Run 1, routing congestion map:
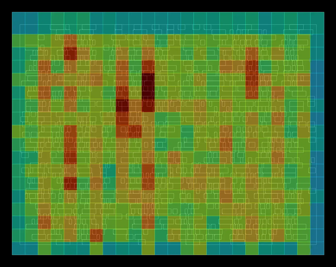
Run 1, sizing map:
(2 px per um)
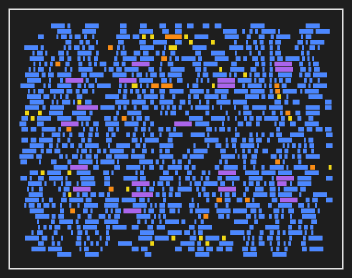
Run 1, placement by cell class:
(2 px per um)
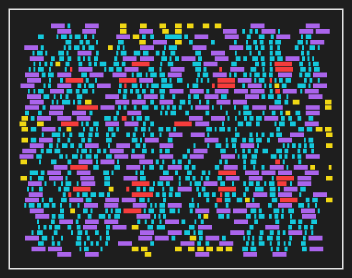
==> config.mk <==
export PLATFORM = sky130hd
export DESIGN_NAME = module_sync_debounce
export DESIGN_NICKNAME = d
export VERILOG_FILES = /design/src/rtl/sync_debounce_pkg.sv /design/src/rtl/module_sync_debounce_ch.sv /design/src/rtl/module_sync_debounce.sv
export SDC_FILE = /design/constraint.sdc
export NUM_CORES = 1
export LEC_CHECK = 0
export CAP_MARGIN = 10
export CELL_PAD_IN_SITES_DETAIL_PLACEMENT = 1
export CELL_PAD_IN_SITES_GLOBAL_PLACEMENT = 1
export CORE_AREA = 4 4 162 125
export CTS_CLUSTER_SIZE = 10
export DETAILED_ROUTE_END_ITERATION = 6
export DIE_AREA = 0 0 166 129
export PLACE_DENSITY_LB_ADDON = 0.1
export SLEW_MARGIN = 20
export SYNTH_ARGS = -nofsm -noshare
export SYNTH_HDL_FRONTEND = slang
export SYNTH_SLANG_ARGS = --single-unit
==> constraint.sdc <==
create_clock -name i_clk -period 2.3 [get_ports i_clk]
set_input_delay 0.345 -clock i_clk [delete_from_list [all_inputs] [get_ports i_clk]]
set_output_delay 0.345 -clock i_clk [all_outputs]
set_load 0.05 [all_outputs]
==> results_slide.txt, run 1 <==
Key Metrics from the Run

Yosys
  – Syn Area/Cell: 8.96 um2
  – Ys async rst share: 0%
  – Mapped Cells: 939
  – Area reported by Yosys stat: about 8400 um2
  – Post-synth tally of flip-flops with integrated enable: 0
  – Total number of yosys warnings: 0
  – Ys flops: between 150 and 200
  – Dominant register cell: dfxtp_1
  – Synth unique cells: 49
  – Syn Nets: 957

Clock tree
  – Setup repair bufs after CTS: 0
  – CTS buffer count: 17
  – Max clock buf depth: 2
  – Clk slew on worst S/H paths: around 0.07 ns
  – Root buffer cell: clkbuf_16
  – Max H-tree Level: 4
  – Number of clock sinks: 193
  – Resized cells post-CTS: 0

GRT
  – Global-route wire length before repair: 32900 um
  – Largest net degree at the start of global routing: 37
  – Initial antenna violation count: 0
  – Grt ovf: 0
  – Number of global-route vias before repair: 6877

Worst setup path
  – Flop2flop setup slack: 0.14 ns
  – Setup crit start kind: flop
  – WP depth: 4
  – CP required: 2.59 ns
  – Crit path cell chain: or4b_1 > or4_4 > o21ai_4 > a21oi_1
  – Critical path type: flop to flop
  – Register-to-Register Path Depth: 4
  – Worst path buffer plus inverter count: 0
  – Critical Path Fanout Max: 18
  – CP Capture Type: flop
  – CP Data Arrival Time: 2.45 ns

Placed design
  – Post-DP Area: 8870 um2
  – Dpl ws: 0.129 ns
  – DPL Wire Length: 14000 um
  – Number of port buffers: 42
  – RePlAce Congestion: 0.787

Final timing
  – Number of endpoints failing setup at the final stage: 0
  – Max Freq: 0.463 GHz
  – Final hold vios: 0
  – Setup_tns: 0 ns
  – Worst Skew: between 0.008 and 0.009 ns
  – Max-slew violation count: 0
  – Slew HR: approximately three fifths
  – Post-route minimum period: 2.16 ns
  – Final Cycle Share: 93.8%

Floorplan
  – Number of I/O pins: between 40 and 50
  – Initial Utilization: 45.6%
  – Chip area: 21400 um2
  – Die Y: approximately 130 um
  – Die width: about 170 um

Outcome
  – Outcome: complete, no violations

Job
  – Tool warnings: 26
  – Max_cap viols: 0

Hold path
  – Hold Crit Class: flop to flop
  – Hold Crit Depth: 1

Routing
  – Drt pass-1 iters: 4
  – Detailed Route WL: 19500 um
  – Initial DRC count: 316
  – DR DRC count: 0
  – Avg WL per Cell: 16.0 um

Final layout
  – Final Util: 51.1%
  – Layout cells sized above 1: 6.63%
  – Fin nets: slightly below 1000

Pwr
  – Leakage: ~3 nW
  – Final Power: 6.37 mW
About 'routing congestion map':
met2 Resource Use GR: 31.2%
Overall Global Routing Usage: 18.3%
GRT met3 Usage: 3.96%

About 'sizing map':
Key: drive 2 = yellow [cells 26, share 2.7%]; drive 3 to 4 = orange [cells 18, share 1.9%]; drive 1 or less = blue [cells 902, share 93%]; drive 6 and up = purple [cells 20, share 2.1%]
Layout area overhead: 12.1%
Final Cell Area: 9440 um2
final worst slack: 0.142 ns

About 'placement by cell class':
Key: clock drivers and dummy loads = red [cells 32, share of their area 6.2%]; all other logic = cyan [cells 689, share of their area 46%]; other buffers and delay cells = yellow [cells 52, share of their area 5.4%]; flip-flops = purple [cells 193, share of their area 42%]
Seq/total area: 40.9%
# rows: 43
core footprint: 18500 um2

run 1: where the power goes:
group | total (mW) | switching (mW) | internal (mW)
combinational | 0.116 | 0.0717 | 0.0440
clock | 2.88 | 1.25 | 1.62
sequential | 3.37 | 0.0149 | 3.36
total | 6.37 | 1.34 | 5.03
run 1: layout make-up:
| class | count | area, um2 | share of cell area, % |
|---|---|---|---|
| Inverter | 17 | 63.8 | 0.676 |
| Timing Repair Buffer | 52 | 490 | 5.20 |
| Clock buffer | 22 | 454 | 4.81 |
| Sequential cell | 193 | 3860 | 40.9 |
| Tap cell | 247 | 309 | 3.27 |
| Clock inverter | 10 | 111 | 1.18 |
| Multi-Input combinational cell | 672 | 4150 | 43.9 |
run 1: Yosys cell counts (8+ instances only):
cell      instances  area, um2
dfxtp_1         193       3860
nor2_1          115        432
xor2_1           58        508
a21oi_1          50        250
nand2_1          50        188
nand3_1          48        240
nand4_1          45        282
o21ai_0          40        200
xnor2_1          40        350
or3_1            35        219
buf_4            32        240
and4_1           23        201
and3_1           22        138
clkbuf_1         21       78.8
nor4b_1          20        175
or2_2            19        119
or4_1            18        135
inv_1            17       63.8
nor3_1           12       60.1
o31ai_1          12       90.1
nor4_1            9       56.3
ha_1              8        100
run 1: metal layers:
metal  up-vias  global-route usage [%]  wire length, um
met5         -                       0                0
met4         0                    6.21              362
met3        24                    3.96              553
met2        65                    31.2             9210
met1      3303                    23.2             9340
li1       3351                       -                -
run 1: cells by family (layout without fill, tap and decap cells):
family,count (synthesis),after routing,synth area share (%)
flops,193,193,45.9
buf+inv,74,101,4.86
simple gates,443,443,29.5
fa+ha+maj,8,8,1.19
compound gates,123,123,8.37
xor+xnor,98,98,10.2
==> run 2: changes to the inputs <==
--- a/config.mk
+++ b/config.mk
@@ -5,13 +5,13 @@
 export SDC_FILE = /design/constraint.sdc
 export NUM_CORES = 1
 export LEC_CHECK = 0
-export CAP_MARGIN = 10
+export ABC_CLOCK_PERIOD_IN_PS = 2300
 export CELL_PAD_IN_SITES_DETAIL_PLACEMENT = 1
 export CELL_PAD_IN_SITES_GLOBAL_PLACEMENT = 1
-export CORE_AREA = 4 4 162 125
+export CORE_AREA = 2 2 160 123
 export CTS_CLUSTER_SIZE = 10
 export DETAILED_ROUTE_END_ITERATION = 6
-export DIE_AREA = 0 0 166 129
+export DIE_AREA = 0 0 162 125
 export PLACE_DENSITY_LB_ADDON = 0.1
 export SLEW_MARGIN = 20
 export SYNTH_ARGS = -nofsm -noshare
Run 2, zoomed window:
Window x 28 to 53, y 81 to 106 um. Cells in gray, sequential cells in the stronger gray; small squares are vias.
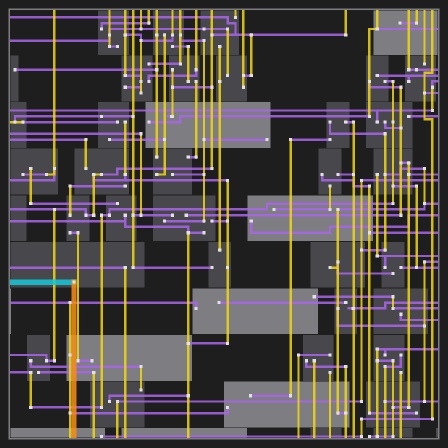
Key: met2 = yellow; met3 = cyan; met1 = purple; met4 = orange
Most frequent: dfxtp_1 (6), o21ai_0 (5), nor2_1 (5). 36 logic cells have their middle in the window. Sequential cells in the window: 6.

==> results_slide.txt, run 2 <==
Key Metrics from the Run

Outcome
  – Outcome: complete, no violations

GRT
  – Grt ovf: 0
  – GRT met3 Usage: 3.38%
  – Initial antenna violation count: 0
  – Met2 Resource Use GR: between 30% and 40%
  – Largest net degree at the start of global routing: 20
  – GR peak layer: met2
  – Number of global-route vias before repair: 7070
  – Overall Global Routing Usage: 20.8%

Worst setup path
  – Worst path buffer plus inverter count: 0
  – Register-to-Register Path Depth: 4
  – CP required: 2.60 ns
  – CP Data Arrival Time: 2.45 ns
  – CP Capture Type: flop
  – Crit path cell chain: or4b_1 > or4_4 > o21ai_4 > nor2_1
  – Critical Path Max Stage Delay: 0.59 ns
  – WP depth: 4
  – Critical Path Fanout Max: 18
  – Flop2flop setup slack: 0.15 ns
  – Setup crit start kind: flop
  – Critical path type: flop to flop

Floorplan
  – Die Y: 125 um
  – Core footprint: 18800 um2
  – # rows: approximately 44
  – Die width: 162 um
  – Number of I/O pins: 43
  – Chip area: 20300 um2

Yosys
  – Area reported by Yosys stat: roughly 8400 um2
  – Ys async rst share: 0%
  – Dominant register cell: dfxtp_1
  – Post-synth top area cell: dfxtp_1
  – Top cells by area: dfxtp_1, xor2_1, nor2_1, xnor2_1, nand4_1
  – Area leader share: 45.9%
  – Total number of yosys warnings: 0
  – Syn Nets: 957
  – Synth unique cells: around 50
  – Most common cell in the netlist: dfxtp_1
  – Synth cell count leaders: dfxtp_1, nor2_1, xor2_1
  – Post-synth tally of flip-flops with integrated enable: 0

Final layout
  – Final Util: 50.7%
  – Layout cells sized above 1: 7.61%
  – Fin cells: 1226
  – Fin nets: between 900 and 1000
  – Layout area overhead: 13.5%
  – Max reg flops: 152
  – Final Cell Area: 9550 um2

Routing
  – Antenna Nets Post-Route: 0
  – Initial DRC count: between 300 and 400
  – Drt pass-1 iters: 4

Clock tree
  – Setup repair bufs after CTS: 0
  – CTS buffer count: 17
  – Clk slew on worst S/H paths: 0.07 ns
  – Max H-tree Level: 4
  – Number of clock sinks: 193
  – Root buffer cell: clkbuf_16
  – Max clock buf depth: 2

Pwr
  – Sequential power share: 50.9%
  – Switch Pwr: 1.40 mW
  – Combinational power share: under 10%
  – Leakage: around 3 nW
  – Clk pwr share: 47.3%
  – Final Power: roughly 6.6 mW
  – Internal power: 5.22 mW
  – Switching Fraction: 21.1%

Final timing
  – Post-route minimum period: roughly 2.1 ns
  – Worst Skew: 0.00975 ns
  – Max Freq: around 0.47 GHz
  – Final hold vios: 0
  – Max-slew violation count: 0
  – Slew HR: between 50% and 60%
  – Setup_tns: 0 ns
  – Final worst slack: roughly 0.15 ns
  – Number of endpoints failing setup at the final stage: 0

Hold path
  – Hold Crit Class: input pin to flop
  – Hold Crit Depth: 3

Placed design
  – RePlAce Congestion: around 0.79
  – Post-DP Area: between 8000 and 9000 um2
  – Number of port buffers: between 40 and 50
  – DPL Wire Length: ~15000 um
  – Dpl ws: between 0.1 and 0.15 ns

Job
  – Max_cap viols: 0
  – Tool warnings: 26
Run 2, M1 wires:
(3 px per um)
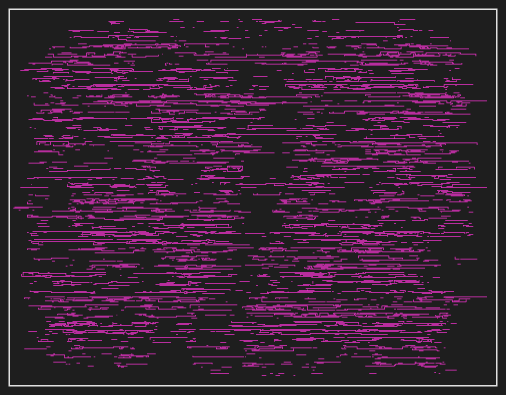
The longest straight run is 35.9 um. The wires run mostly horizontal. 939 nets have wire on it. The layer carries 9990 um of wire. The layer holds 49% of the routed length.
vias: 6821
GR Layer Usage met1: 27.3%
Detailed Route WL: 20400 um

[run 2: cells by family after synthesis]
| group | Yosys count | synth area share [%] |
|---|---|---|
| AOI/OAI and AO/OA | 123 | 8.37 |
| xor gates and xnor gates | 98 | 10.2 |
| adders and majority gates | 8 | 1.19 |
| buffers and inverters | 74 | 4.86 |
| DFF | 193 | 45.9 |
| and+or+nand+nor | 443 | 29.5 |
[run 2: worst register-to-register path, cell delays in order, from the launching register on]
cell,delay (ns)
dfxtp_1,0.38
or4b_1,0.52
or4_4,0.59
o21ai_4,0.42
nor2_1,0.11
[run 2: per-layer routing]
metal / routed length (um) / part of all wire, %
met5: 0 / 0
met4: 278 / 1.4
met3: 365 / 1.8
met2: 9770 / 48
met1: 9990 / 49
[run 2: final cells by class]
type | instances | area [um2] | share of cell area, %
Clock inverter | 9 | 130 | 1.36
Tap cell | 253 | 317 | 3.31
Timing Repair Buffer | 60 | 551 | 5.76
Inverter | 17 | 63.8 | 0.668
Sequential cell | 193 | 3860 | 40.4
Multi-Input combinational cell | 672 | 4150 | 43.4
Clock buffer | 22 | 484 | 5.07
[run 2: power by group through the flow]
stage | Combinational [mW] | Clock, mW | Sequential, mW
2_1_floorplan | 0.0777 | 0 | 3.44
3_3_place_gp | 0.114 | 0 | 3.45
3_5_place_dp | 0.118 | 0 | 3.45
4_1_cts | 0.120 | 3.20 | 3.37
5_1_grt | 0.127 | 3.36 | 3.37
6_report | 0.118 | 3.13 | 3.37
No activity file was given, so power comes from the tool's default toggle rates.
